==> run_1/util_map.png <==
Bar = 20 microns. The die is cut into 8 by 8 equal tiles; dark blue is low, red is high, 0 to 100% covered.
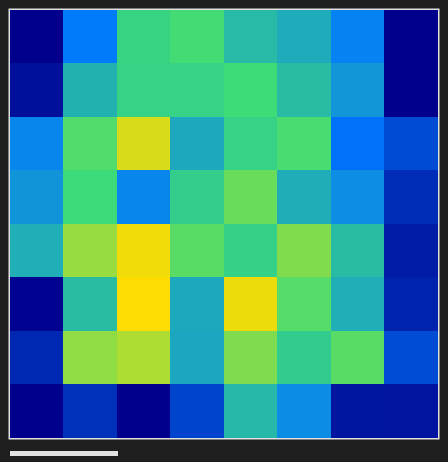
==> run_1/congestion_map.png <==
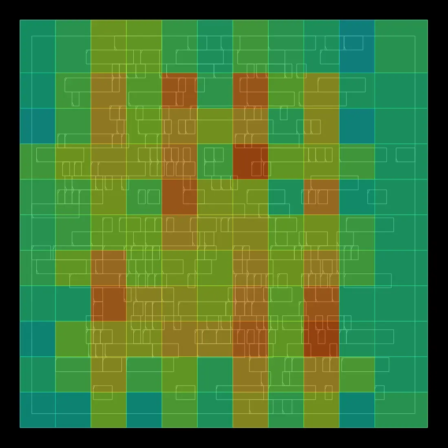
==> run_1/route_heat.png <==
Bar = 20 microns. The die is cut into 16 by 16 equal tiles; dark blue is low, red is high, scaled to the fullest tile. Values are wire area over tile area, all layers added.
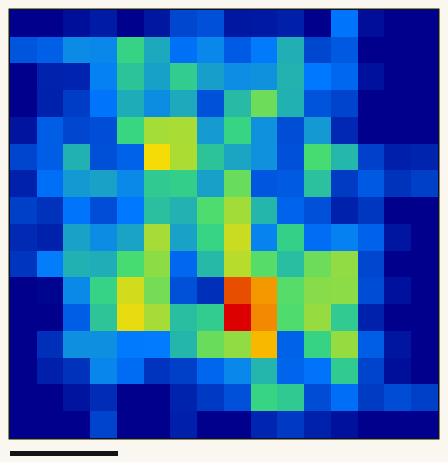
[src/rtl/uart_rx_byte_if.sv]
// Receive-side bundle of the byte-level UART receiver: serial line in, byte strobe and status out.
// RxD_ready is a valid-only strobe: RxD_data is good in the cycle it is high, and there is no backpressure.
interface uart_rx_byte_if;
  logic       RxD;
  logic [7:0] RxD_data;
  logic       RxD_ready;
  logic       RxD_frame_err;
  logic       RxD_busy;
  logic [2:0] state_dbg;

  modport master (
    input  RxD,
    output RxD_data,
    output RxD_ready,
    output RxD_frame_err,
    output RxD_busy,
    output state_dbg
  );

  modport slave (
    output RxD,
    input  RxD_data,
    input  RxD_ready,
    input  RxD_frame_err,
    input  RxD_busy,
    input  state_dbg
  );
endinterface

[src/rtl/uart_rx_byte.sv]
// 8N1 UART receiver: synchronises RxD, times bits from the start edge and strobes each good byte.
// A bad stop bit raises a frame-error pulse and parks the receiver until the line is high again.
module uart_rx_byte #(
  parameter int CLKS_PER_BIT = 434,
  parameter int SYNC_STAGES  = 2
) (
  input  logic           clk,
  input  logic           rst,
  uart_rx_byte_if.master rx
);

  localparam int CNT_W = $clog2(CLKS_PER_BIT);
  localparam logic [CNT_W-1:0] HALF_CNT = CNT_W'(CLKS_PER_BIT / 2 - 1);
  localparam logic [CNT_W-1:0] FULL_CNT = CNT_W'(CLKS_PER_BIT - 1);

  typedef enum logic [2:0] {
    IDLE      = 3'd0,
    START     = 3'd1,
    DATA      = 3'd2,
    STOP      = 3'd3,
    WAIT_HIGH = 3'd4
  } state_t;

  state_t                 state;
  logic [SYNC_STAGES-1:0] sync_q;
  logic                   rx_s;
  logic                   rx_d;
  logic                   fall;
  logic [CNT_W-1:0]       clk_cnt;
  logic [2:0]             bit_idx;
  logic [7:0]             shift_reg;

  assign rx_s         = sync_q[SYNC_STAGES-1];
  assign fall         = rx_d & ~rx_s;
  assign rx.state_dbg = state;

  // Flops preset high so the idle line does not look like a start edge out of reset.
  always_ff @(posedge clk or negedge rst) begin
    if (!rst) begin
      sync_q <= '1;
      rx_d   <= 1'b1;
    end else begin
      sync_q <= {sync_q[SYNC_STAGES-2:0], rx.RxD};
      rx_d   <= rx_s;
    end
  end

  always_ff @(posedge clk or negedge rst) begin
    if (!rst) begin
      state            <= IDLE;
      clk_cnt          <= '0;
      bit_idx          <= '0;
      shift_reg        <= '0;
      rx.RxD_data      <= '0;
      rx.RxD_ready     <= 1'b0;
      rx.RxD_frame_err <= 1'b0;
      rx.RxD_busy      <= 1'b0;
    end else begin
      rx.RxD_ready     <= 1'b0;
      rx.RxD_frame_err <= 1'b0;
      case (state)
        IDLE: begin
          if (fall) begin
            state       <= START;
            clk_cnt     <= '0;
            rx.RxD_busy <= 1'b1;
          end
        end
        START: begin
          if (clk_cnt == HALF_CNT) begin
            clk_cnt <= '0;
            bit_idx <= '0;
            // A line already back high at mid start bit was a glitch.
            if (rx_s) begin
              state       <= IDLE;
              rx.RxD_busy <= 1'b0;
            end else begin
              state <= DATA;
            end
          end else begin
            clk_cnt <= clk_cnt + 1'b1;
          end
        end
        DATA: begin
          if (clk_cnt == FULL_CNT) begin
            clk_cnt            <= '0;
            shift_reg[bit_idx] <= rx_s;
            bit_idx            <= bit_idx + 3'd1;
            if (bit_idx == 3'd7) state <= STOP;
          end else begin
            clk_cnt <= clk_cnt + 1'b1;
          end
        end
        STOP: begin
          if (clk_cnt == FULL_CNT) begin
            clk_cnt <= '0;
            // Leaving mid stop bit so a back-to-back start edge is still seen.
            if (rx_s) begin
              rx.RxD_data  <= shift_reg;
              rx.RxD_ready <= 1'b1;
              state        <= IDLE;
              rx.RxD_busy  <= 1'b0;
            end else begin
              rx.RxD_frame_err <= 1'b1;
              state            <= WAIT_HIGH;
            end
          end else begin
            clk_cnt <= clk_cnt + 1'b1;
          end
        end
        WAIT_HIGH: begin
          if (rx_s) begin
            state       <= IDLE;
            rx.RxD_busy <= 1'b0;
          end
        end
        default: begin
          state       <= IDLE;
          rx.RxD_busy <= 1'b0;
        end
      endcase
    end
  end

endmodule

[src/flat_wrapper.sv]
// flat-port wrapper written by rule: the top's interface ports become plain ports
module uart_rx_byte_flat 
#(
  parameter int CLKS_PER_BIT = 434,
  parameter int SYNC_STAGES  = 2
)
  (clk, rst, rx_RxD, rx_RxD_data, rx_RxD_ready, rx_RxD_frame_err, rx_RxD_busy, rx_state_dbg);
  uart_rx_byte_if rx_i ();
  input  logic clk;
  input  logic rst;
  input wire logic [$bits(rx_i.RxD)-1:0] rx_RxD;
  output wire logic [$bits(rx_i.RxD_data)-1:0] rx_RxD_data;
  output wire logic [$bits(rx_i.RxD_ready)-1:0] rx_RxD_ready;
  output wire logic [$bits(rx_i.RxD_frame_err)-1:0] rx_RxD_frame_err;
  output wire logic [$bits(rx_i.RxD_busy)-1:0] rx_RxD_busy;
  output wire logic [$bits(rx_i.state_dbg)-1:0] rx_state_dbg;
  assign rx_i.RxD = rx_RxD;
  assign rx_RxD_data = rx_i.RxD_data;
  assign rx_RxD_ready = rx_i.RxD_ready;
  assign rx_RxD_frame_err = rx_i.RxD_frame_err;
  assign rx_RxD_busy = rx_i.RxD_busy;
  assign rx_state_dbg = rx_i.state_dbg;
  uart_rx_byte #(.CLKS_PER_BIT(CLKS_PER_BIT), .SYNC_STAGES(SYNC_STAGES)) u_core (.clk(clk), .rst(rst), .rx(rx_i));
endmodule
[config.mk]
export PLATFORM = sky130hd
export DESIGN_NAME = uart_rx_byte_flat
export DESIGN_NICKNAME = d
export VERILOG_FILES = /design/src/rtl/uart_rx_byte_if.sv /design/src/rtl/uart_rx_byte.sv /design/src/flat_wrapper.sv
export SDC_FILE = /design/constraint.sdc
export NUM_CORES = 1
export LEC_CHECK = 0
export ABC_AREA = 1
export CAP_MARGIN = 20
export CORE_MARGIN = 2
export CORE_UTILIZATION = 35
export CTS_BUF_LIST = sky130_fd_sc_hd__clkbuf_8
export CTS_CLUSTER_DIAMETER = 150
export DETAILED_ROUTE_END_ITERATION = 7
export GPL_TIMING_DRIVEN = 0
export PLACE_DENSITY_LB_ADDON = 0.2
export SETUP_SLACK_MARGIN = 0.15
export SYNTH_ARGS = -nofsm -noshare
export SYNTH_HDL_FRONTEND = slang
export SYNTH_SLANG_ARGS = --single-unit
[constraint.sdc]
create_clock -name clk -period 3.5 [get_ports clk]
set_clock_uncertainty 0.05 [all_clocks]
set_input_delay 0.525 -clock clk [delete_from_list [all_inputs] [get_ports clk]]
set_output_delay 0.525 -clock clk [all_outputs]
set_load 0.01 [all_outputs]
==> PnR_summary.wiki, run 1 <==
== Metrics ==
{| class="wikitable"
! Metric !! Value
|-
| Slew Limit Headroom || 0.451
|-
| Post-detailed-route via-to-cell ratio || 4.61
|-
| RSZ-0062 raised after global routing || false
|-
| Net count after synthesis || 249
|-
| Hold bufs inserted after CTS || 0
|-
| Post-detailed-routing wire length || between 4000 and 5000 microns
|-
| Share of async-settable or async-resettable flops after synthesis || 1.00
|-
| End point of the critical path || rx_state_dbg[2]
|-
| Vias after detailed routing || ~1,500
|-
| Number of well taps || approximately 72
|-
| Setup TNS || 0 ns
|-
| Worst hold-check slack || about 0.27 ns
|-
| Switching share of power || 0.386
|-
| Root Buffer Master || sky130_fd_sc_hd__clkbuf_8
|-
| Max Fclk || slightly above 500 MHz
|-
| Placement-stage worst setup slack || approximately 1.8 ns
|-
| Drt first-iter violations || approximately 140
|-
| Power in sequential cells || around 0.52 mW
|-
| Clock transition time at the flip-flop clock pins of the worst setup and hold paths || 0.08 ns
|-
| Top cells, area || sky130_fd_sc_hd__dfrtp_1 (43%), sky130_fd_sc_hd__nand2_1 (14%), sky130_fd_sc_hd__nand3_1 (4.8%)
|-
| Area of the mapped netlist || 0.00198 sq mm
|-
| Min-delay worst type || input port to async pin
|-
| Final tally of max-slew violations || 0
|-
| Register-to-register setup slack || 1.83 ns
|-
| Biggest cell category by area in the final layout || logic gates
|-
| Final cell count without fillers || roughly 340
|-
| Final cell area excluding filler cells || about 0.0023 sq mm
|-
| Cell count after synthesis || approximately 240
|-
| Buffer count excluding the clock tree in the final layout || 18
|-
| Crit path time final || about 2.0 ns
|-
| Routed length per placed instance || about 12 microns
|-
| Count of maximum capacitance violations || 0
|-
| # nets final || roughly 270
|-
| Number of global-route vias before repair || between 1,500 and 2,000
|-
| Synthesis-to-finish area growth || 16.7%
|-
| Depth of the worst register-to-register path || 8
|-
| Flip-flops || 37
|-
| Drt drc || 0
|-
| Number of flip-flops under the largest register name || 9
|-
| Data arrival at the endpoint of the critical path || around 1.4 ns
|-
| Area fraction in and, or, nand and nor cells after synthesis || 0.350
|-
| Top cells by count || sky130_fd_sc_hd__nand2_1 (74), sky130_fd_sc_hd__dfrtp_1 (34), sky130_fd_sc_hd__nand3_1 (19)
|-
| Delay of the slowest cell on the worst path || slightly above 0.6 ns
|-
| Count of distinct cell types in the synthesized netlist || 27
|-
| Synth Area in XOR/XNOR || 0.0221
|-
| Pre-Repair DR Iteration Count || 4
|-
| Top cell area share || 0.429
|-
| Number of sinks on the clock net || 37
|-
| Outcome || complete, no violations
|-
| Number of rows in the core area || 27
|-
| Per-instance average area after synthesis || about 8.2 sq um
|-
| Global Route met1 Usage || 0.198
|-
| Sequential cell area share || 0.402
|-
| Family with the most delay on the worst path || buffers and inverters
|-
| Routability congestion estimate || between 0.7 and 0.8
|-
| Most used flip-flop cell after synthesis || sky130_fd_sc_hd__dfrtp_1
|-
| Cell-internal power || 0.771 mW
|-
| Most common cell after layout, fill and taps aside || sky130_fd_sc_hd__nand2_1
|-
| Beginning of the critical path || u_core.rx.state_dbg[2]
|-
| CP required || between 2 and 3 ns
|-
| Cell accounting for the most synthesized area || sky130_fd_sc_hd__dfrtp_1
|-
| Total number of cells along the worst setup path || 1
|-
| Met2 global-route usage || 0.231
|}
-- util_map.png (at the start) --
mean over tiles = 35%
densest ninth of the die = center
emptiest ninth of the die = north-east
nearly empty tiles = 9.4%
fullest tile = 75%
starting density of the core: 0.362
Core Footprint: 0.00547 sq mm
utilization after layout: 0.423

-- congestion_map.png (at the start) --
overall track demand over capacity in global routing: 0.148
busiest grt layer: met2
fraction of met3 tracks used by global routing: 0.0341

-- route_heat.png (at the start) --
nearly empty tiles = 19%
mean over tiles = 0.10
tiles over half the peak = 13%
densest ninth of the die = center
fullest tile = 0.41
emptiest ninth of the die = north-east

==> run 1 -> run 2 <==
==> constraint.sdc (replaced) <==
create_clock -name clk -period 1.9 [get_ports clk]
set_clock_uncertainty 0.05 [all_clocks]
set_input_delay 0.285 -clock clk [delete_from_list [all_inputs] [get_ports clk]]
set_output_delay 0.285 -clock clk [all_outputs]
set_load 0.01 [all_outputs]
==> run_2/sizing.png <==
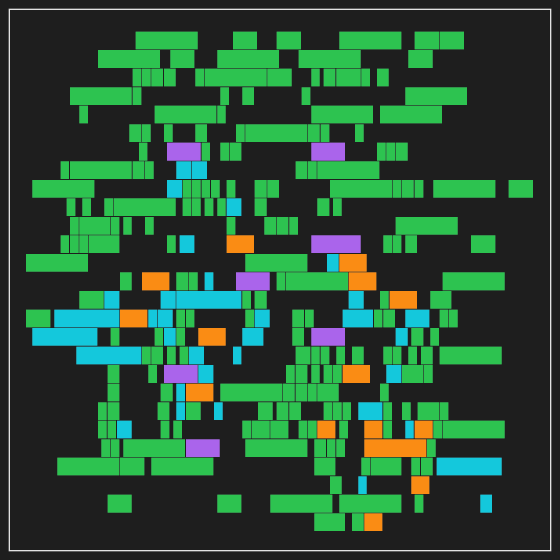
x1 and smaller -> green  # cells 212
x2 -> cyan  # cells 35
x6 and larger -> purple  # cells 7
x3 and x4 -> orange  # cells 15

==> run_2/congestion_map.png <==
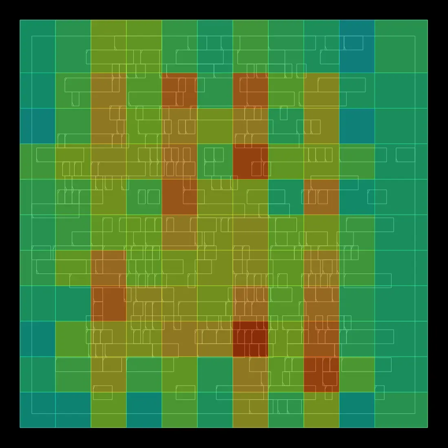
utilization after layout: 0.433
routed length per placed instance: 12.1 microns
Global Route met1 Usage: 0.198

==> run_2/route_heat.png <==
Bar = 20 microns. The die is cut into 16 by 16 equal tiles; dark blue is low, red is high, scaled to the fullest tile. Values are wire area over tile area, all layers added.
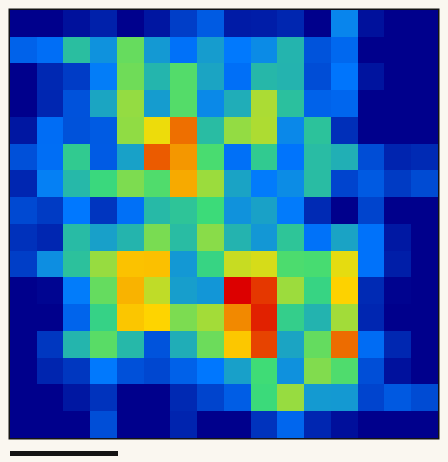
fullest tile = 0.35
tiles over half the peak = 20%
nearly empty tiles = 20%
mean over tiles = 0.10

==> PnR_summary.wiki, run 2 <==
== Metrics ==
{| class="wikitable"
! Metric !! Value
|-
| Routability congestion estimate || around 0.76
|-
| Total number of cells along the worst setup path || 1
|-
| Post-detailed-routing wire length || just over 4000 microns
|-
| Synthesis-to-finish area growth || 19.4%
|-
| Family with the most delay on the worst path || buffers and inverters
|-
| Count of distinct cell types in the synthesized netlist || 27
|-
| Top cells, area || sky130_fd_sc_hd__dfrtp_1 (43%), sky130_fd_sc_hd__nand2_1 (14%), sky130_fd_sc_hd__nand3_1 (4.8%)
|-
| Net count after synthesis || ~250
|-
| CP required || about 1.6 ns
|-
| Number of sinks on the clock net || 37
|-
| RSZ-0062 raised after global routing || false
|-
| Setup TNS || 0 ns
|-
| Drt first-iter violations || roughly 120
|-
| Top cell area share || 0.429
|-
| Number of well taps || around 70
|-
| Area of the mapped netlist || 0.00198 sq mm
|-
| Number of rows in the core area || 27
|-
| Hold bufs inserted after CTS || 0
|-
| Post-detailed-route via-to-cell ratio || ~4.6
|-
| Core Footprint || between 0.005 and 0.006 sq mm
|-
| Placement-stage worst setup slack || around 0.25 ns
|-
| Max Fclk || about 600 MHz
|-
| Crit path time final || 1.66 ns
|-
| Final cell area excluding filler cells || 0.00237 sq mm
|-
| Slew Limit Headroom || 0.450
|-
| Vias after detailed routing || about 1,600
|-
| Switching share of power || 0.383
|-
| Count of maximum capacitance violations || 0
|-
| Final tally of max-slew violations || 0
|-
| Fraction of met3 tracks used by global routing || 0.0341
|-
| Depth of the worst register-to-register path || 11
|-
| Worst hold-check slack || 0.0275 ns
|-
| End point of the critical path || rx_state_dbg[2]
|-
| Share of async-settable or async-resettable flops after synthesis || 1.00
|-
| Met2 global-route usage || 0.231
|-
| Min-delay worst type || input port to async pin
|-
| Cell count after synthesis || around 240
|-
| Overall track demand over capacity in global routing || 0.147
|-
| Outcome || complete, no violations
|-
| Synth Area in XOR/XNOR || 0.0221
|-
| Drt drc || 0
|-
| Most common cell after layout, fill and taps aside || sky130_fd_sc_hd__nand2_1
|-
| Starting density of the core || 0.362
|-
| Area fraction in and, or, nand and nor cells after synthesis || 0.350
|-
| Per-instance average area after synthesis || 8.23 sq um
|}
==> run 2 -> run 3 <==
--- a/config.mk
+++ b/config.mk
@@ -7,7 +7,7 @@
 export LEC_CHECK = 0
 export ABC_AREA = 1
 export CAP_MARGIN = 20
-export CORE_MARGIN = 2
+export CORE_ASPECT_RATIO = 1.2
 export CORE_UTILIZATION = 35
 export CTS_BUF_LIST = sky130_fd_sc_hd__clkbuf_8
 export CTS_CLUSTER_DIAMETER = 150
==> run_3/util_map.png <==
Bar = 20 microns. The die is cut into 7 by 8 equal tiles; dark blue is low, red is high, 0 to 100% covered.
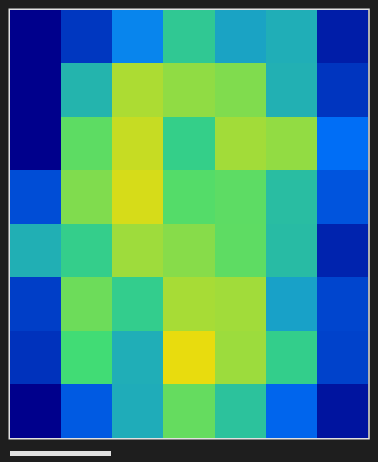
emptiest ninth of the die = north-west
mean over tiles = 38%
nearly empty tiles = 7.1%
fullest tile = 72%

==> run_3/sizing.png <==
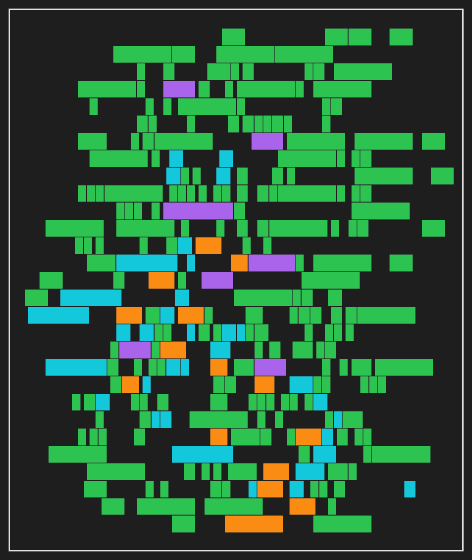
x2 -> cyan  # cells 34
x3 and x4 -> orange  # cells 15
x1 and smaller -> green  # cells 211
x6 and larger -> purple  # cells 7

==> run_3/congestion_map.png <==
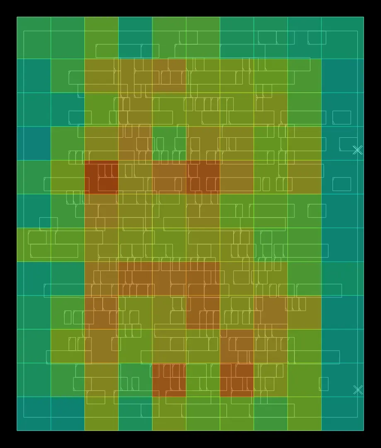
fraction of met3 tracks used by global routing: 0.0372
met2 global-route usage: 0.256
routed length per placed instance: 12.2 microns
Global Route met1 Usage: 0.201

==> PnR_summary.wiki, run 3 <==
== Metrics ==
{| class="wikitable"
! Metric !! Value
|-
| Outcome || complete, but fails checks
|-
| Violations in the final reports || design-rule violations
|-
| Min-delay worst type || input port to async pin
|-
| Worst hold-check slack || about 0.023 ns
|-
| DIE AREA || between 0.005 and 0.006 sq mm
|-
| Top cells, area || sky130_fd_sc_hd__dfrtp_1 (43%), sky130_fd_sc_hd__nand2_1 (14%), sky130_fd_sc_hd__nand3_1 (4.8%)
|-
| Busiest grt layer || met2
|-
| Area fraction in and, or, nand and nor cells after synthesis || 0.350
|-
| Placement-stage worst setup slack || around 0.24 ns
|-
| Count of maximum capacitance violations || 0
|-
| Overall track demand over capacity in global routing || 0.157
|-
| Synthesis-to-finish area growth || 19.2%
|-
| Worst path setup slack after routing || approximately 0.23 ns
|-
| Met2 wire length || between 1500 and 2000 microns
|-
| CP required || roughly 1.6 ns
|-
| Register-to-register setup slack || 0.36 ns
|-
| Final cell count without fillers || ~330
|-
| Boundary pin count || 17
|-
| Yosys Instances || between 200 and 250
|-
| Tally of buffers added on design ports || 16
|-
| TritonCTS Buffers || 5
|-
| Number of rows in the core area || 29
|-
| Final tally of max-slew violations || 0
|-
| Top cell area share || 0.429
|-
| End point of the critical path || rx_state_dbg[2]
|-
| Drt first-iter violations || a little over 90
|-
| Share of async-settable or async-resettable flops after synthesis || 1.00
|-
| Proportion of layout cells with a drive suffix above 1 || 0.210
|-
| Maximum fanout count along the critical path || 7
|-
| Flip-flops || 37
|-
| Number of flip-flops under the largest register name || 9
|-
| Vias after detailed routing || about 1,600
|-
| Root Buffer Master || sky130_fd_sc_hd__clkbuf_8
|-
| Post-detailed-route via-to-cell ratio || between 4 and 5
|-
| Top cells by count || sky130_fd_sc_hd__nand2_1 (74), sky130_fd_sc_hd__dfrtp_1 (34), sky130_fd_sc_hd__nand3_1 (19)
|-
| RSZ-0062 raised after global routing || false
|-
| Most common cell after layout, fill and taps aside || sky130_fd_sc_hd__nand2_1
|-
| Cell count after synthesis || ~240
|-
| Net count after synthesis || between 200 and 250
|-
| Delay of the slowest cell on the worst path || about 0.57 ns
|-
| Synth Area in XOR/XNOR || 0.0221
|-
| Most used flip-flop cell after synthesis || sky130_fd_sc_hd__dfrtp_1
|-
| Number of multi-input combinational cells || roughly 180
|-
| Pre-Repair DR Iteration Count || 6
|-
| Family with the most delay on the worst path || buffers and inverters
|-
| Clock network contribution to total cell area || 0.0487
|-
| Final cell area excluding filler cells || 0.00236 sq mm
|-
| Number of sinks on the clock net || 37
|-
| Clock transition time at the flip-flop clock pins of the worst setup and hold paths || 0.08 ns
|-
| Number of global-route vias before repair || 1,562
|-
| Clock latency of the later-clocked register in the worst-skew pair || ~0.30 ns
|-
| Detailed placer's ending HPWL || 2880 microns
|-
| EDFF count, synth || 0
|-
| Cell-internal power || around 1.6 mW
|-
| Beginning of the critical path || u_core.rx.state_dbg[2]
|-
| Total net switching power || approximately 0.93 mW
|-
| Crit path time final || around 1.7 ns
|-
| Top metal layer carrying routed signals || met4
|-
| Post-detailed-routing wire length || between 4000 and 5000 microns
|-
| Switching share of power || 0.375
|-
| CTS tree || yes
|-
| Drt drc || 5
|-
| Core Footprint || between 0.005 and 0.006 sq mm
|-
| Total number of cells along the worst setup path || 1
|-
| Max Fclk || between 500 and 600 MHz
|-
| Count of distinct cell types in the synthesized netlist || 27
|-
| Data arrival at the endpoint of the critical path || around 1.3 ns
|-
| Starting density of the core || 0.369
|-
| Slew Limit Headroom || 0.455
|-
| Utilization after layout || 0.440
|-
| # nets final || 274
|-
| Sequential cell area share || 0.394
|-
| Total congestion overflow || 0
|-
| Power in sequential cells || between 0.9 and 1 mW
|-
| Multi-input gate area || approximately 960 sq um
|-
| Flop area || a little over 900 sq um
|-
| Setup TNS || 0 ns
|-
| Routability congestion estimate || between 0.7 and 0.8
|-
| Area of the mapped netlist || 0.00198 sq mm
|-
| Cell accounting for the most synthesized area || sky130_fd_sc_hd__dfrtp_1
|-
| Depth of the worst register-to-register path || 11
|-
| Number of well taps || about 62
|-
| Biggest cell category by area in the final layout || logic gates
|-
| Layout buffering overhead excluding clock cells || 0.0773
|-
| Per-instance average area after synthesis || 8.23 sq um
|-
| Buffer count excluding the clock tree in the final layout || 20
|-
| Power in the clock group || between 0.7 and 0.8 mW
|-
| Hold bufs inserted after CTS || 0
|}

## Gallery

Placed cells, one color a class.
Plate I
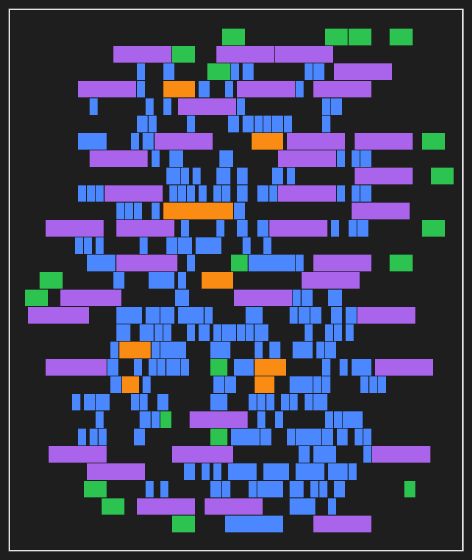
Plate II
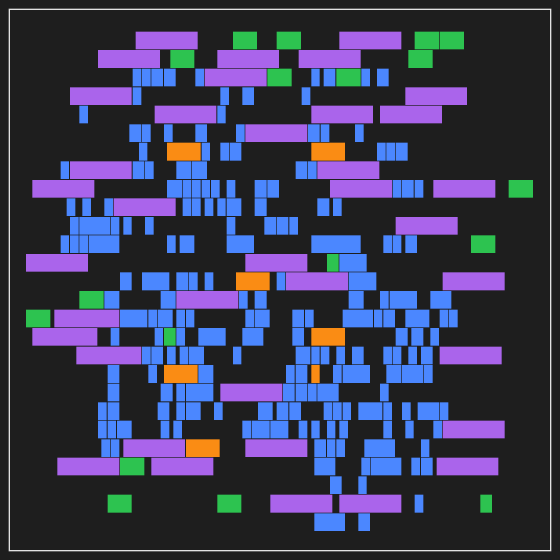
| picture | from |
|---|---|
| Plate I | run 3 |
| Plate II | run 1 |

Key to Plate I:
remaining buffers and delay cells -> green  # cells 20, share of their area 8.0%
remaining logic cells -> blue  # cells 202, share of their area 46%
clock drivers and dummy loads -> orange  # cells 8, share of their area 5.0%
registers -> purple  # cells 37, share of their area 41%

Power figures rest on the tool's default switching activity, not on a simulated workload.
